### config.mk
export PLATFORM = sky130hd
export DESIGN_NAME = stage_skid_reg
export DESIGN_NICKNAME = d
export VERILOG_FILES = /design/src/rtl/stage_skid_reg.sv
export SDC_FILE = /design/constraint.sdc
export NUM_CORES = 1
export LEC_CHECK = 0
export ABC_AREA = 1
export CAP_MARGIN = 20
export CORE_MARGIN = 3
export CORE_UTILIZATION = 30
export DETAILED_ROUTE_END_ITERATION = 10
export HOLD_SLACK_MARGIN = 0.05
export PLACE_DENSITY = 0.5
export SLEW_MARGIN = 10
export SYNTH_ARGS = -nofsm -noshare
export SYNTH_HDL_FRONTEND = slang
export SYNTH_SLANG_ARGS = --single-unit
### constraint.sdc
create_clock -name clk -period 32.6 [get_ports clk]
set_input_delay 6.52 -clock clk [delete_from_list [all_inputs] [get_ports clk]]
set_output_delay 6.52 -clock clk [all_outputs]
set_load 0.05 [all_outputs]
### src/rtl/stage_skid_reg.sv
// ---------------------------------------------------------------------------
// stage_skid_reg
//
// Two-entry pipeline stage register with a skid buffer. The head entry
// ("main") drives the downstream outputs directly from flops. The second
// entry ("skid") catches the one beat that can arrive while downstream is
// stalled. Because of that, in_ready is a pure register output and has no
// combinational path from out_ready. Both entries are cleared by a
// synchronous flush, which is used to kill beats on a control hazard.
//
// Ports
//   clk         in   1       rising-edge clock
//   rst         in   1       asynchronous active-high reset
//   in_valid    in   1       upstream beat present
//   in_ready    out  1       stage can accept a beat (= skid entry empty)
//   in_ctrl     in   CTRL_W  upstream control payload
//   in_data     in   DATA_W  upstream data payload
//   flush       in   1       kill every held and incoming beat
//   out_valid   out  1       head entry valid
//   out_ready   in   1       downstream takes the head this cycle
//   out_ctrl    out  CTRL_W  head control payload, zero when out_valid=0
//   out_data    out  DATA_W  head data payload
//   occupancy   out  2       number of entries held (0..2)
//   bubble_cnt  out  CNT_W   cycles downstream was ready but saw no beat
//   flush_cnt   out  CNT_W   flushes that discarded at least one entry
// ---------------------------------------------------------------------------
module stage_skid_reg #(
  parameter int CTRL_W             = 24,
  parameter int DATA_W             = 128,
  parameter int CNT_W              = 16,
  parameter bit CLR_DATA_ON_BUBBLE = 1'b0
) (
  input  logic              clk,
  input  logic              rst,
  input  logic              in_valid,
  output logic              in_ready,
  input  logic [CTRL_W-1:0] in_ctrl,
  input  logic [DATA_W-1:0] in_data,
  input  logic              flush,
  output logic              out_valid,
  input  logic              out_ready,
  output logic [CTRL_W-1:0] out_ctrl,
  output logic [DATA_W-1:0] out_data,
  output logic [1:0]        occupancy,
  output logic [CNT_W-1:0]  bubble_cnt,
  output logic [CNT_W-1:0]  flush_cnt
);

  // Entry storage. The stage state (EMPTY / ONE / TWO) is encoded by the two
  // valid bits; skid_valid_q=1 always implies main_valid_q=1.
  logic              main_valid_q, main_valid_d;
  logic [CTRL_W-1:0] main_ctrl_q,  main_ctrl_d;
  logic [DATA_W-1:0] main_data_q,  main_data_d;
  logic              skid_valid_q, skid_valid_d;
  logic [CTRL_W-1:0] skid_ctrl_q,  skid_ctrl_d;
  logic [DATA_W-1:0] skid_data_q,  skid_data_d;

  logic [CNT_W-1:0]  bubble_cnt_q, bubble_cnt_d;
  logic [CNT_W-1:0]  flush_cnt_q,  flush_cnt_d;

  logic accept;
  logic pop;
  logic bubble_inc;
  logic flush_inc;

  // in_ready is the inverse of a flop, so it settles right after the edge
  // and does not depend on out_ready in the same cycle.
  assign in_ready  = ~skid_valid_q;
  assign accept    = in_valid & in_ready;
  assign pop       = main_valid_q & out_ready;

  assign out_valid = main_valid_q;
  assign out_ctrl  = main_ctrl_q;
  assign out_data  = main_data_q;
  assign occupancy = {1'b0, main_valid_q} + {1'b0, skid_valid_q};

  // ---------------------------------------------------------------------
  // Entry next-state logic. Clearing an entry always zeroes valid and ctrl.
  // Data is zeroed only when CLR_DATA_ON_BUBBLE is set. Otherwise it holds,
  // which avoids toggling a wide data bus on every bubble. Input payloads
  // are only looked at on accept, so X on them while idle stays outside.
  // ---------------------------------------------------------------------
  always_comb begin
    main_valid_d = main_valid_q;
    main_ctrl_d  = main_ctrl_q;
    main_data_d  = main_data_q;
    skid_valid_d = skid_valid_q;
    skid_ctrl_d  = skid_ctrl_q;
    skid_data_d  = skid_data_q;

    if (flush) begin
      // Flush wins over accept and pop. A pop in this cycle was already
      // seen downstream, and the offered beat is dropped.
      main_valid_d = 1'b0;
      main_ctrl_d  = '0;
      skid_valid_d = 1'b0;
      skid_ctrl_d  = '0;
      if (CLR_DATA_ON_BUBBLE) begin
        main_data_d = '0;
        skid_data_d = '0;
      end
    end else if (!main_valid_q) begin
      // EMPTY
      if (accept) begin
        main_valid_d = 1'b1;
        main_ctrl_d  = in_ctrl;
        main_data_d  = in_data;
      end
    end else if (!skid_valid_q) begin
      // ONE
      if (accept && pop) begin
        main_ctrl_d = in_ctrl;
        main_data_d = in_data;
      end else if (accept) begin
        skid_valid_d = 1'b1;
        skid_ctrl_d  = in_ctrl;
        skid_data_d  = in_data;
      end else if (pop) begin
        main_valid_d = 1'b0;
        main_ctrl_d  = '0;
        if (CLR_DATA_ON_BUBBLE) begin
          main_data_d = '0;
        end
      end
    end else begin
      // TWO: in_ready is low, so only a pop can move things
      if (pop) begin
        main_ctrl_d  = skid_ctrl_q;
        main_data_d  = skid_data_q;
        skid_valid_d = 1'b0;
        skid_ctrl_d  = '0;
        if (CLR_DATA_ON_BUBBLE) begin
          skid_data_d = '0;
        end
      end
    end
  end

  // ---------------------------------------------------------------------
  // Performance counters, saturating at all-ones. A flush cycle is not
  // counted as a bubble even if downstream was ready with nothing to take.
  // ---------------------------------------------------------------------
  assign bubble_inc = ~main_valid_q & out_ready & ~flush;
  assign flush_inc  = flush & (main_valid_q | skid_valid_q);

  always_comb begin
    bubble_cnt_d = bubble_cnt_q;
    flush_cnt_d  = flush_cnt_q;
    if (bubble_inc && (bubble_cnt_q != {CNT_W{1'b1}})) begin
      bubble_cnt_d = bubble_cnt_q + 1'b1;
    end
    if (flush_inc && (flush_cnt_q != {CNT_W{1'b1}})) begin
      flush_cnt_d = flush_cnt_q + 1'b1;
    end
  end

  assign bubble_cnt = bubble_cnt_q;
  assign flush_cnt  = flush_cnt_q;

  always_ff @(posedge clk or posedge rst) begin
    if (rst) begin
      main_valid_q <= 1'b0;
      main_ctrl_q  <= '0;
      main_data_q  <= '0;
      skid_valid_q <= 1'b0;
      skid_ctrl_q  <= '0;
      skid_data_q  <= '0;
      bubble_cnt_q <= '0;
      flush_cnt_q  <= '0;
    end else begin
      main_valid_q <= main_valid_d;
      main_ctrl_q  <= main_ctrl_d;
      main_data_q  <= main_data_d;
      skid_valid_q <= skid_valid_d;
      skid_ctrl_q  <= skid_ctrl_d;
      skid_data_q  <= skid_data_d;
      bubble_cnt_q <= bubble_cnt_d;
      flush_cnt_q  <= flush_cnt_d;
    end
  end

endmodule

**Clock routing**

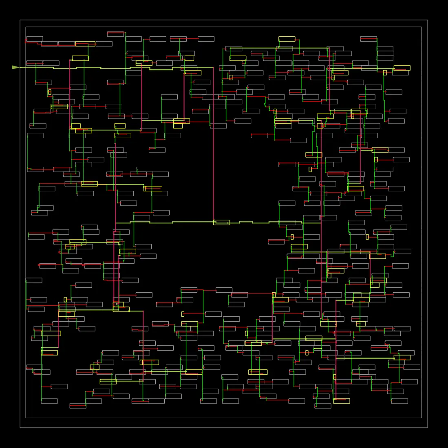
Clock Buffer Count: 64
Setup Skew: 0.00946 ns
clk latency late pin: 0.56 ns
CTS Buf Count: 41
P_clk: 0.000447 W

**Clock wires, drivers and flops**

Drawn at 2 px/um.
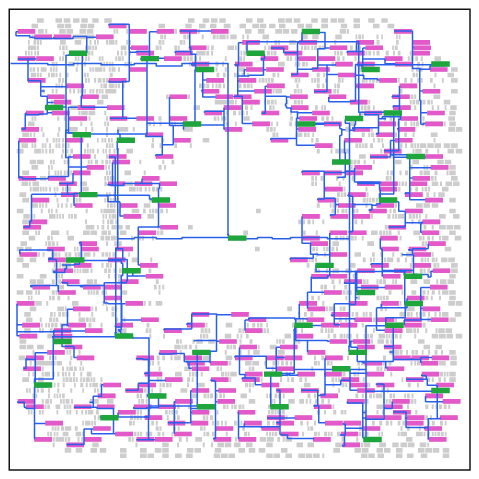
Key: flip-flops = magenta [count 338]; clock-net drivers = green [count 41]; clock wires = blue [length 5170 um]
Position of the flops: spread over the die. There are 42 routed clock nets.
Clock Power Share: 30.0%

**Wiring by layer**

Drawn at 1 px/um.
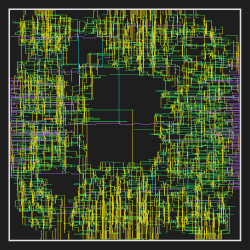
Key: M3 = purple [wire length 3040 um]; M1 = green [wire length 20.3 mm]; M5 = orange [wire length 7.40 um]; M4 = cyan [wire length 929 um]; M2 = yellow [wire length 19100 um]
wire per inst: 15.2 um
DR vias: 12700

**M3 wires**

Drawn at 2 px/um.
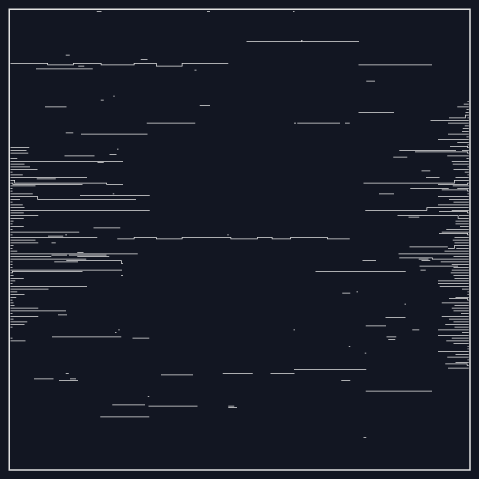
The longest straight run is 69.2 um. The layer carries 3040 um of wire. The layer holds 7.0% of the routed length. The wires run mostly horizontal. 211 nets have wire on it.
met3 usage: 4.32%
Routed WL: 43.3 mm

==> out/results.txt <==
Register-to-Register Setup Slack - 29.01 ns
Max Root-Sink Buffers - 3
Period minus WS final - 9.41 ns
top cells by count - 712 x nand2_1, 338 x dfrtp_1, 315 x o21ai_0
NetSw - 0.000551 W
critical path startpoint - flush
NonClk Buf Share - 17.6%
Tapcell Cnt - 664
chip area in the Yosys report - 15000 um2
dpl hpwl - 28.3 mm
pre-CTS setup slack - 22.59 ns
adder-cell share of the synthesized area - 0.417%
initial antenna violation count - 5
combinational power share - 31.4%
RSZ-0062 raised after global routing - false
comb_multi_in - 1244
port bufs - 344
layout cells sized above 1 - 3.85%
CTS tree - built
Hold Startpoint - out_ctrl[10]$_DFFE_PP0P_
Max Cap Violations - 0
met3 WL post-DR - 3.04 mm
Final Hold Slack - 0.477 ns
# fillers - 4960
Core Footprint - 49200 um2
Dominant flop cell - dfrtp_1
I/O Pins - 345
leak pwr - 9.81 nW
global routing usage on met2 - 25.0%
status - complete, no violations
chip area - 52800 um2
post-synthesis async set-or-reset flop share - 100%
Sequential Power Share - 38.6%
# hold bufs at CTS - 0
Top cell excl fill/tap - nand2_1
worst setup path endpoint - skid_data_q[58]$_DFFE_PP0P_
Critical-path top delay cell - buf_4
Clock Network Area Fraction - 6.42%
drt drc - 0
Sw Ratio - 37.0%
CP cell instances - clkdlybuf4s50_1 > inv_2 > nand2_1 > nor2_1 > nand3_4 > buf_4 > buf_4 > o21ai_0
Ant. Diodes - 4
final hold vios - 0
highest cell delay on the worst timing path - 0.78 ns
Worst Path Required - 33.00 ns
Comb area share - 26.9%
Dominant cell area share - 56.4%
Seq area share - 41.7%
Registers, synthesis - 338
Layout Nets - 2316
CTS root buf - clkbuf_16
# rows - 81
GPL Wtd Cong - 0.818
area grow syn2layout - 35.2%
met1 Track Usage GR - 22.6%
worst max-delay path, delay by kind of cell:
kind | cells | cell delay, ns
buffers and inverters | 4 | 2.17
and+or+nand+nor | 3 | 0.81
AOI/OAI and AO/OA | 1 | 0.18
power groups by stage:
stage	Combinational [W]	Clock, W	Sequential, W
after floorplan	0.000121	0	0.000754
after global placement	0.000468	0	0.000580
after detailed placement	0.000471	0	0.000583
after CTS	0.000472	0.000463	0.000577
after global routing	0.000503	0.000478	0.000589
final	0.000468	0.000447	0.000576
state kept, by name, indices dropped and copies added (netlist names):
signal        count
flush_cnt        16
bubble_cnt       16
out_valid         1
skid_valid_q      1
skid_ctrl_q      24
out_ctrl         24
skid_data_q     128
out_data        128
No activity file was given, so power comes from the tool's default toggle rates.
